**Run 1: wiring heat map**

Drawn at 2 px/µm. 32 x 32 tiles, from dark purple (low) to yellow (high), scaled to the fullest tile. Values are wire area over tile area, all layers added.
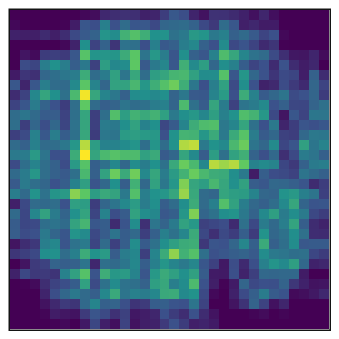
**Run 1: clock wiring as the flow saved it**

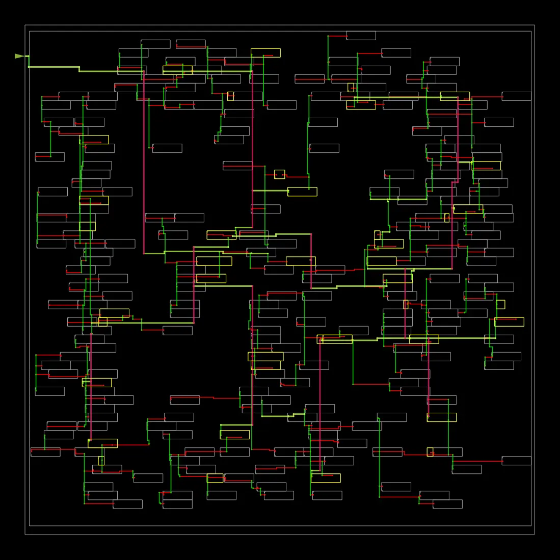
**Run 1: cell sizes after repair**

Drawn at 1.5 px/µm.
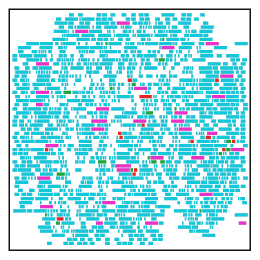
### src/rtl/dma_sched_pkg.sv
// Shared widths, FSM encoding and ring index helper
// for the DMA ring scheduler.
package dma_sched_pkg;

    localparam int ADR_W     = 28;
    localparam int DONE_W    = 16;
    localparam int IDX_MAX_W = 8;

    typedef enum logic [1:0] {
        ST_IDLE  = 2'd0,
        ST_ISSUE = 2'd1,
        ST_GAP   = 2'd2
    } state_e;

    function automatic logic idx_wraps(
        input logic [IDX_MAX_W-1:0] idx,
        input logic [IDX_MAX_W:0]   num
    );
        logic [IDX_MAX_W:0] inc;
        inc = {1'b0, idx} + (IDX_MAX_W+1)'(1);
        return inc >= num;
    endfunction

endpackage

### src/rtl/dma_ring_scheduler_ring_ptr.sv
// Ring index with running buffer address;
// both wrap back to slot 0 / base after num slots.
module ring_ptr
    import dma_sched_pkg::*;
#(
    parameter int IDX_W = 4
) (
    input  logic             CLK,
    input  logic             RST_N,
    input  logic             init,
    input  logic             step,
    input  logic [ADR_W-1:0] base,
    input  logic [ADR_W-1:0] size,
    input  logic [IDX_W:0]   num,
    output logic [IDX_W-1:0] idx,
    output logic [ADR_W-1:0] adr
);

    logic [IDX_W-1:0] idx_q, idx_d;
    logic [ADR_W-1:0] adr_q, adr_d;
    logic             wrap;

    always_comb begin
        wrap  = idx_wraps(IDX_MAX_W'(idx_q), (IDX_MAX_W+1)'(num));
        idx_d = idx_q;
        adr_d = adr_q;
        if (init) begin
            idx_d = '0;
            adr_d = base;
        end else if (step) begin
            idx_d = wrap ? '0 : idx_q + IDX_W'(1);
            adr_d = wrap ? base : adr_q + size;
        end
    end

    always_ff @(posedge CLK or negedge RST_N) begin
        if (!RST_N) begin
            idx_q <= '0;
            adr_q <= '0;
        end else begin
            idx_q <= idx_d;
            adr_q <= adr_d;
        end
    end

    assign idx = idx_q;
    assign adr = adr_q;

endmodule

### src/rtl/dma_ring_scheduler.sv
// Issues simple_dma commands round a ring of capture buffers
// and hands completed buffers to the host in order.
module dma_ring_scheduler
    import dma_sched_pkg::*;
#(
    parameter int IDX_W   = 4,
    parameter int MAX_OUT = 4
) (
    input  logic              CLK,
    input  logic              RST_N,
    input  logic              ENABLE,
    input  logic [ADR_W-1:0]  CFG_BASE_ADR,
    input  logic [ADR_W-1:0]  CFG_BUF_SIZE,
    input  logic [IDX_W:0]    CFG_NUM_BUFS,
    output logic              DMA_START,
    output logic [ADR_W-1:0]  DMA_START_ADR,
    output logic [ADR_W-1:0]  DMA_BUF_SIZE,
    input  logic [DONE_W-1:0] DMA_DONE_CNT,
    output logic              FULL_VALID,
    output logic [IDX_W-1:0]  FULL_IDX,
    output logic [ADR_W-1:0]  FULL_ADR,
    input  logic              RELEASE,
    output logic              BUSY,
    output logic              STALL,
    output logic              CFG_ERR
);

    localparam int CNT_W = IDX_W + 2;
    localparam logic [IDX_W:0] NUM_MAX = (IDX_W+1)'(1 << IDX_W);

    state_e             state_q, state_d;
    logic               en_prev_q, en_prev_d;
    logic               pend_q, pend_d;
    logic               rst_seen_q, rst_seen_d;
    logic               cfg_err_q, cfg_err_d;
    logic [ADR_W-1:0]   base_q, base_d;
    logic [ADR_W-1:0]   size_q, size_d;
    logic [IDX_W:0]     num_q, num_d;
    logic [CNT_W-1:0]   out_cnt_q, out_cnt_d;
    logic [CNT_W-1:0]   full_cnt_q, full_cnt_d;
    logic [DONE_W-1:0]  done_prev_q, done_prev_d;
    logic [ADR_W-1:0]   dma_adr_q, dma_adr_d;
    logic [ADR_W-1:0]   dma_size_q, dma_size_d;

    logic               wait_cfg, latch, run, go;
    logic               issue, done_evt, out_dec, rel;
    logic [CNT_W-1:0]   free;
    logic [ADR_W-1:0]   ptr_base;
    logic [ADR_W-1:0]   wr_adr;
    logic [ADR_W-1:0]   rd_adr;
    logic [IDX_W-1:0]   rd_idx;

    always_comb begin
        wait_cfg = (ENABLE & ~en_prev_q) | pend_q;
        latch    = ENABLE & wait_cfg & (out_cnt_q == '0);
        run      = ENABLE & ~cfg_err_q & ~wait_cfg;
        free     = CNT_W'(num_q) - out_cnt_q - full_cnt_q;
        issue    = (state_q == ST_ISSUE);
        done_evt = rst_seen_q & (DMA_DONE_CNT != done_prev_q);
        out_dec  = done_evt & (out_cnt_q != '0);
        rel      = RELEASE & (full_cnt_q != '0);
        ptr_base = latch ? CFG_BASE_ADR : base_q;

        state_d = state_q;
        unique case (state_q)
            ST_IDLE: begin
                if (run && free != '0 && out_cnt_q < CNT_W'(MAX_OUT))
                    state_d = ST_ISSUE;
            end
            ST_ISSUE: state_d = ST_GAP;
            ST_GAP:   state_d = ST_IDLE;
            default:  state_d = ST_IDLE;
        endcase
        go = (state_q == ST_IDLE) & (state_d == ST_ISSUE);

        en_prev_d   = ENABLE;
        pend_d      = ENABLE & wait_cfg & ~latch;
        rst_seen_d  = 1'b1;
        done_prev_d = DMA_DONE_CNT;
        base_d      = latch ? CFG_BASE_ADR : base_q;
        size_d      = latch ? CFG_BUF_SIZE : size_q;
        num_d       = latch ? CFG_NUM_BUFS : num_q;
        cfg_err_d   = cfg_err_q;
        if (latch)
            cfg_err_d = (CFG_BUF_SIZE == '0) | (CFG_NUM_BUFS == '0)
                      | (CFG_NUM_BUFS > NUM_MAX);

        // Issue, completion and release are independent +/-1 terms.
        out_cnt_d  = out_cnt_q + CNT_W'(issue) - CNT_W'(out_dec);
        full_cnt_d = full_cnt_q + CNT_W'(out_dec) - CNT_W'(rel);
        if (latch)
            full_cnt_d = '0;

        dma_adr_d  = go ? wr_adr : dma_adr_q;
        dma_size_d = go ? size_q : dma_size_q;
    end

    always_ff @(posedge CLK or negedge RST_N) begin
        if (!RST_N) begin
            state_q     <= ST_IDLE;
            en_prev_q   <= 1'b0;
            pend_q      <= 1'b0;
            rst_seen_q  <= 1'b0;
            cfg_err_q   <= 1'b0;
            base_q      <= '0;
            size_q      <= '0;
            num_q       <= '0;
            out_cnt_q   <= '0;
            full_cnt_q  <= '0;
            done_prev_q <= '0;
            dma_adr_q   <= '0;
            dma_size_q  <= '0;
        end else begin
            state_q     <= state_d;
            en_prev_q   <= en_prev_d;
            pend_q      <= pend_d;
            rst_seen_q  <= rst_seen_d;
            cfg_err_q   <= cfg_err_d;
            base_q      <= base_d;
            size_q      <= size_d;
            num_q       <= num_d;
            out_cnt_q   <= out_cnt_d;
            full_cnt_q  <= full_cnt_d;
            done_prev_q <= done_prev_d;
            dma_adr_q   <= dma_adr_d;
            dma_size_q  <= dma_size_d;
        end
    end

    ring_ptr #(.IDX_W(IDX_W)) u_wr (
        .CLK   (CLK),
        .RST_N (RST_N),
        .init  (latch),
        .step  (issue),
        .base  (ptr_base),
        .size  (size_q),
        .num   (num_q),
        .idx   (),
        .adr   (wr_adr)
    );

    ring_ptr #(.IDX_W(IDX_W)) u_rd (
        .CLK   (CLK),
        .RST_N (RST_N),
        .init  (latch),
        .step  (rel),
        .base  (ptr_base),
        .size  (size_q),
        .num   (num_q),
        .idx   (rd_idx),
        .adr   (rd_adr)
    );

    assign DMA_START     = issue;
    assign DMA_START_ADR = dma_adr_q;
    assign DMA_BUF_SIZE  = dma_size_q;
    assign FULL_VALID    = (full_cnt_q != '0);
    assign FULL_IDX      = rd_idx;
    assign FULL_ADR      = rd_adr;
    assign BUSY          = ENABLE | (out_cnt_q != '0);
    assign STALL         = run & (free == '0);
    assign CFG_ERR       = cfg_err_q;

endmodule

### config.mk
export PLATFORM = sky130hd
export DESIGN_NAME = dma_ring_scheduler
export DESIGN_NICKNAME = d
export VERILOG_FILES = /design/src/rtl/dma_sched_pkg.sv /design/src/rtl/dma_ring_scheduler_ring_ptr.sv /design/src/rtl/dma_ring_scheduler.sv
export SDC_FILE = /design/constraint.sdc
export NUM_CORES = 1
export LEC_CHECK = 0
export CAP_MARGIN = 20
export CORE_MARGIN = 1
export CORE_UTILIZATION = 50
export DETAILED_ROUTE_END_ITERATION = 8
export PLACE_DENSITY = 0.74
export SKIP_CTS_REPAIR_TIMING = 1
export SYNTH_ARGS = -nofsm -noshare
export SYNTH_HDL_FRONTEND = slang
export SYNTH_SLANG_ARGS = --single-unit
### constraint.sdc
create_clock -name CLK -period 9.45 [get_ports CLK]
set_clock_uncertainty 0.2 [all_clocks]
set_input_delay 2.3625 -clock CLK [delete_from_list [all_inputs] [get_ports CLK]]
set_output_delay 2.3625 -clock CLK [all_outputs]
set_load 0.03 [all_outputs]
==> PnR_summary.wiki, run 1 <==
=== Synthesis and place and route ===
{| class="wikitable"
! Metric !! Value
|-
| Buffers & Inverters on Critical Path || 2
|-
| Final-layout setup total negative slack || 0 ns
|-
| Power in combinational cells || 3.48 mW
|-
| Global-route congestion overflow total || 0
|-
| Biggest area cells || sky130_fd_sc_hd__dfrtp_1 43%, sky130_fd_sc_hd__ha_1 9.2%, sky130_fd_sc_hd__nand2_1 6.9%
|-
| Final worst hold slack || 0.282 ns
|-
| Worst ir drop on vdd || 195 µV
|-
| Total power divided by cell area || 396 nW/µm²
|-
| YS warnings || 0
|-
| Post-synthesis cell type with the largest instance count || sky130_fd_sc_hd__nand2_1
|-
| DPL Wire Length || 24.2 mm
|-
| Length of the first detailed-routing pass in iterations || 5
|-
| Sequential cell area || 5380 µm²
|-
| Layout cell share with drive strength beyond 1 || 0.0439
|-
| Post-synthesis net count || 1497
|-
| Buffers on Ports || 173
|-
| Number of CTS-inserted buffers || 24
|-
| Cell-internal power || 3.35 mW
|-
| Status || finished clean
|-
| CTS H-tree depth || 1
|-
| Slew HR || 0.357
|-
| Layout overhead on the synthesized area || 22.5%
|-
| Setup Viol. Count Final || 0
|-
| Total area of multi-input combinational cells || 6650 µm²
|-
| Min Tclk post-route || 6.72 ns
|-
| Met2 WL post-DR || 16.0 mm
|-
| Dpl cell area || 14500 µm²
|-
| Initial antenna violation count || 0
|-
| Arrival @ worst endpoint || 4.16 ns
|-
| Worst path max stage delay || 0.68 ns
|-
| Proportion of power drawn by the clock network || 0.154
|-
| Most instantiated logic cell after routing || sky130_fd_sc_hd__nand2_1
|-
| Num tapcells || 324
|-
| Number of standard cells after synthesis || 1316
|-
| Wire length of the first global-routing pass || 55.6 mm
|-
| Number of storage elements in the synthesis netlist || 215
|-
| Post-synth ARST share || 1.00
|-
| Met3 wire length || 2.14 mm
|-
| Row Count || 57
|-
| Top Layout Cells || 227 x sky130_fd_sc_hd__nand2_1, 215 x sky130_fd_sc_hd__dfrtp_1, 172 x sky130_fd_sc_hd__clkdlybuf4s50_1
|-
| CP most frequent cell || sky130_fd_sc_hd__clkdlybuf4s50_1
|}
## Picture notes: 'wiring heat map'
- mean over tiles: 0.22
- densest ninth of the die: center
- fullest tile: 0.65
- tiles over half the peak: 21%
via count: 10300
average wire per cell in the routed design: 19.1 µm
final wirelength: 34.5 mm

## Picture notes: 'clock wiring as the flow saved it'
clkbuf count: 29
FF+latch count: 215
clk latency late pin: 0.53 ns
P_clk: 0.932 mW
Clock Sinks: 215

## Picture notes: 'cell sizes after repair'
- _0 and _1 cells: cyan (cells 1416; most used nand2_1)
- _6 and larger: magenta (cells 31; most used clkbuf_16)
- _3 and _4 cells: red (cells 14; most used buf_4)
- _2 cells: green (cells 20; most used clkinv_2)
least setup slack across all paths after layout: 2.73 ns
final cell area excluding filler cells: 15200 µm²

[run 1: cells by family after synthesis]
logic type | synth area share
AND/OR/NAND/NOR | 0.149
multiplexers | 0.0596
AND-OR/OR-AND | 0.166
flip-flops | 0.433
adder cells (fa/ha/maj) | 0.106
other | 0.000302
buffers and inverters | 0.0344
XOR/XNOR | 0.0521
[run 1: final timing paths]
kind                                        start                 to  cells past startpoint
worst max-delay path                       ENABLE              STALL                      4
worst min-delay path            DMA_START_ADR[24]  DMA_START_ADR[24]                      1
worst max register to register      full_cnt_q[3]      full_cnt_q[5]                     14
worst min register to register  DMA_START_ADR[24]  DMA_START_ADR[24]                      1
max in group asynchronous                   RST_N          size_q[8]                      2
min in group asynchronous                   RST_N       out_cnt_q[1]                      1
**Run 1: signal wires on met3**

Drawn at 2 px/µm.
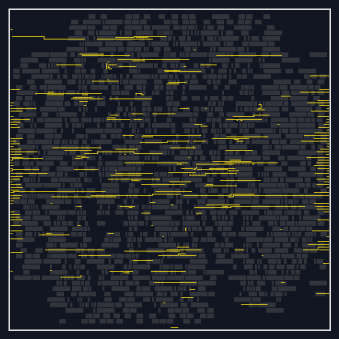

## Run 2: what changed since run 1
clock period = 6.5 ns   (was 9.45 ns; I/O delays follow)
**Run 2: signal wires on met3**

Drawn at 2 px/µm.
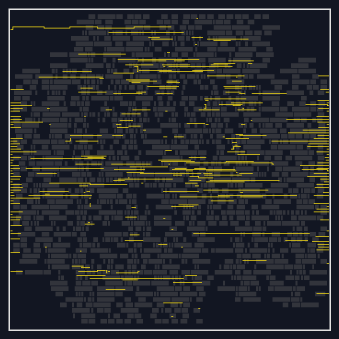
- longest straight run: 58.0 µm
- share of all routed wire: 7.2%
- main direction: horizontal
via count: 10400
global routing met3 resource utilization: 0.0348
final wirelength: 33.8 mm

==> run 2 against run 1 <==
Cell area rose by 0.21%. Power grew 45%. Largest cell class unchanged. Sequential power is 45% higher. Sequential cell count did not move. Area after synthesis stayed put. Count of clock-buffer cells in the layout up 7.
==> PnR_summary.wiki, run 2 <==
=== Synthesis and place and route ===
{| class="wikitable"
! Metric !! Value
|-
| Buffers & Inverters on Critical Path || 2 (unchanged)
|-
| Layout cell share with drive strength beyond 1 || 0.0444 (+0.000495)
|-
| Post-synthesis net count || 1497 (unchanged)
|-
| Buffers on Ports || 173 (unchanged)
|-
| Share of synthesized area spent on multiplexers || 0.0596 (unchanged)
|-
| Worst ir drop on vdd || 289 µV (+48%)
|-
| Clkbuf count || 36 (+24%)
|-
| Most instantiated logic cell after routing || sky130_fd_sc_hd__nand2_1
|-
| Final-layout setup total negative slack || 0 ns (unchanged)
|-
| Xor/xnor share of the synthesized area || 0.0521 (unchanged)
|-
| Clock Sinks || 215 (unchanged)
|-
| Min Tclk post-route || 5.85 ns
|-
| YS warnings || 0 (unchanged)
|-
| Arrival @ worst endpoint || 4.02 ns (-0.14 ns)
|-
| Met2 WL post-DR || 15.0 mm (-5.9%)
|-
| Sequential cell area || 5380 µm² (unchanged)
|-
| Endpoint of the worst setup timing path || STALL
|-
| Status || finished clean
|-
| Global-route congestion overflow total || 0 (unchanged)
|-
| Startpoint of the lowest-slack register-to-register path || num_q[0]
|-
| Logic depth of the worst path, buffers included || 12 (+8)
|-
| Number of instances on the worst hold path || 1 (unchanged)
|-
| Adder-Cell Fraction of Synth Area || 0.106 (unchanged)
|-
| Met3 wire length || 2.44 mm (+14%)
|-
| Post-synthesis compound-gate area fraction || 0.166 (unchanged)
|-
| Number of standard cells after synthesis || 1316 (unchanged)
|-
| Length in cells of the worst reg-to-reg path || 13 (-1)
|-
| FF-to-FF End || DMA_START_ADR[13]
|-
| CTS H-tree depth || 1 (unchanged)
|-
| Row Count || 57 (unchanged)
|-
| DPL Wire Length || 24.2 mm (about the same)
|-
| Total power divided by cell area || 575 nW/µm² (+45%)
|-
| Post-synth ARST share || 1.00 (unchanged)
|-
| Comb area leader || AND-OR/OR-AND gates
|-
| FF+latch count || 215 (unchanged)
|}
## run 2: where the power goes
| group | total [mW] | switching (mW) | internal [mW] |
|---|---|---|---|
| clock network | 1.36 | 0.553 | 0.802 |
| logic | 5.06 | 2.86 | 2.20 |
| registers | 2.36 | 0.482 | 1.88 |
| total | 8.78 | 3.89 | 4.88 |
## run 2: metrics by stage
step                worst slack, ns  total power [mW]  hold slack, ns  instance area (µm²)  std cells
floorplan                      1.74              5.90           0.255                12400       1316
finish                        0.654              8.78           0.283                15300       1811
global route                  0.452              9.45           0.293                15300       1811
CTS                           0.648              8.77           0.287                15300       1811
global placement               1.27              7.26           0.266                14500       1768
detailed placement             1.21              7.38           0.274                14500       1768
Power is estimated from default activity; no workload was simulated.
